Design btn_dir_ctrl, sky130hd; sources not shown.
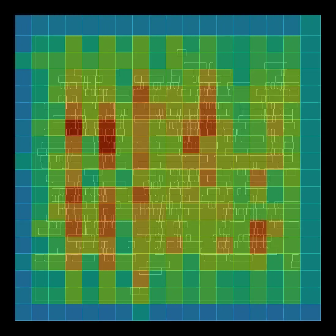
*Routing congestion*
gr busiest metal: met2
met1 Track Usage GR: 0.118
GR Util met3: 0.0363

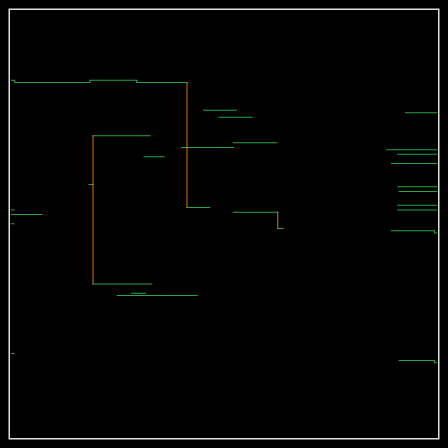
*Metal layers overlaid*
Only two layers are drawn.
Key: orange = M4 [wire length 85.0 um]; green = M3 [wire length 322 um]
GRT Util Overall: 0.0985
Vias: 2816
Routed WL per cell: 11.3 um
final wirelength: 7060 um

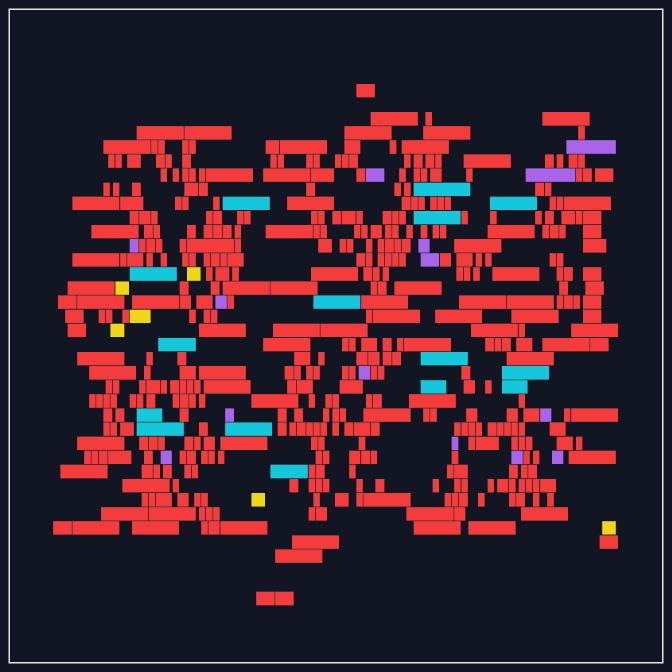
*Cell sizes after repair*
Key: cyan = x6 and larger [cells 15, share 3.1%, most used clkbuf_16]; red = x1 and smaller [cells 445, share 93%, most used nand2_1]; purple = x2 [cells 14, share 2.9%, most used nand2_2]; yellow = x3 and x4 [cells 6, share 1.3%, most used buf_4]
number of signal-net buffers in the layout: 24
final worst slack: 0.225 ns
fin area: 0.00425 mm2
area delta synth->final: 17.8%

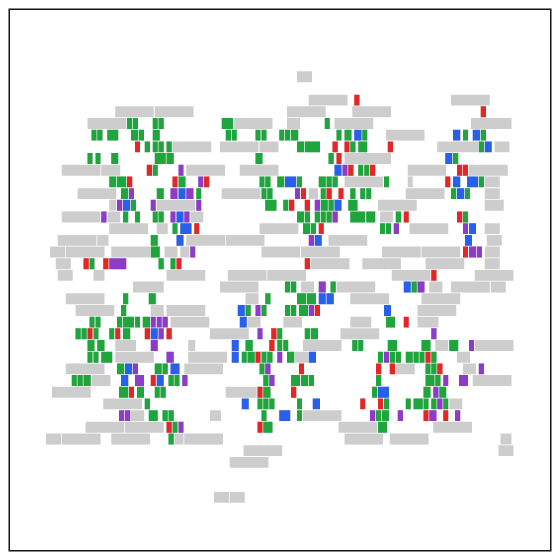
*Gate families picked out*
Key: red = inv cells [cells 55, most used inv_1]; purple = nor cells [cells 54, most used nor2_1]; green = nand cells [cells 199, most used nand2_1]; blue = aoi and oai cells [cells 37, most used o21ai_0]
combinational fraction of the cell area: 0.358
final cell count without fillers: 627

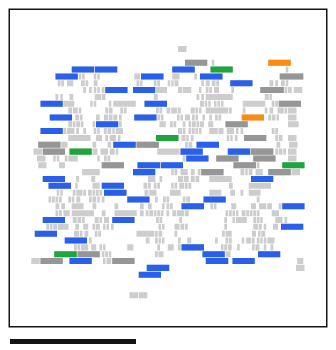
*Register map, names as in the netlist*
Scale bar: 50 um.
Key: orange = pending_q [flops 2]; green = g_btn.u_cell.sync2_q [flops 5]; blue = g_btn.u_cell.cnt_q [flops 45]
Another 19 sequential cells are not coloured.
Util after Layout: 0.358
Flop area: 0.00178 mm2
P_seq: 1.39 mW

==> flow_metrics.env <==
# implementation run metrics
export IMPL_yosys_top_cells_count="nand2_1 (135), dfrtp_1 (69), inv_1 (53), nor2_1 (43), nand3_1 (37)"
export IMPL_place_ws_ns=0.365
export IMPL_root_buffer="clkbuf_16"
export IMPL_rows=40
export IMPL_antenna_found_initial=0
export IMPL_fill_cells=1229
export IMPL_initCoreUtil=0.304
export IMPL_ys_cells=454
export IMPL_ant_nets=0
export IMPL_design_power_total_mw=3.05
export IMPL_cts_htree_levels=3
export IMPL_max_freq_mhz=494
export IMPL_period_minus_slack_ns=2.03
export IMPL_synth_top_area_share=0.478
export IMPL_drt_initial_drc_count=153
export IMPL_grt_remaining_overflow=0
export IMPL_cp_max_fo=2
export IMPL_drc=0
export IMPL_synth_top_cells_by_area="dfrtp_1 (48%), nand2_1 (14%), inv_1 (5.5%)"
export IMPL_reg2reg_setup_slack_ns=0.61
export IMPL_power_density_mw_per_mm2=716
export IMPL_die_x_um=126
export IMPL_first_pass_iters=5
export IMPL_status="complete, no violations"
export IMPL_synth_nets=468
export IMPL_drv_slew=0
export IMPL_cp_required_ns=1.88
export IMPL_path_clk_slew_ns=0.05
export IMPL_startpoint_type="register"
export IMPL_warnings=26
export IMPL_rsz0062_at_grt="no"
export IMPL_hold_viol_final=0
## per-layer routing
metal	up-vias	global-route usage	part of all wire
li1	1477	-	-
met4	0	0.0351	0.012
met5	-	0	0
met2	35	0.159	0.46
met1	1297	0.118	0.49
met3	7	0.0363	0.045
## where the power goes
group	switching, mW	internal [mW]
clock network	0.511	0.945
registers	0.0589	1.33
logic	0.117	0.0788
## cells by family after synthesis
logic type / Yosys count / synth area share
flops: 71 / 0.493
simple gates: 256 / 0.310
compound gates: 37 / 0.0551
fa+ha+maj: 5 / 0.0173
buf+inv: 69 / 0.0856
xor+xnor: 16 / 0.0388
## worst max-delay path, stage by stage, from the launching register on
cell and delay, ns:
dfstp_2 0.53, nand2_1 0.05, o21ai_0 0.06, clkdlybuf4s50_1 0.69
## cell usage in the layout (no fill, tap or decap), drive strengths merged
master	netlist	routed
clkinv	1	3
bufinv	0	1
xnor2	3	3
xor2	13	13
nand3	39	39
dfstp	2	2
nand4	15	15
nand3b	6	6
a21oi	11	11
o211ai	1	1
nand2	139	139
and2	1	1
dlymetal6s2s	0	1
nor2	46	46
ha	5	5
inv	54	54
clkbuf	0	13
dlygate4sd3	0	1
or2	2	2
dfrtp	69	69
o21bai	4	4
clkdlybuf4s50	0	15
a31oi	1	1
buf	14	7
nor3	8	8
o21ai	20	20
## what timing repair did
item                                    4_1_cts  5_1_grt
hold endpoints to repair                     32        0
hold buffers                                  1        0
endpoints found under the setup margin        0        1
gates resized                                 0        1
## final cells by class
class,count,share of cell area
Clock buffer,13,0.0636
Clock inverter,3,0.00942
Inverter,55,0.0486
Multi-Input combinational cell,314,0.358
Sequential cell,71,0.418
Tap cell,147,0.0433
Timing Repair Buffer,24,0.0589
Power and IR drop assume default switching activity.
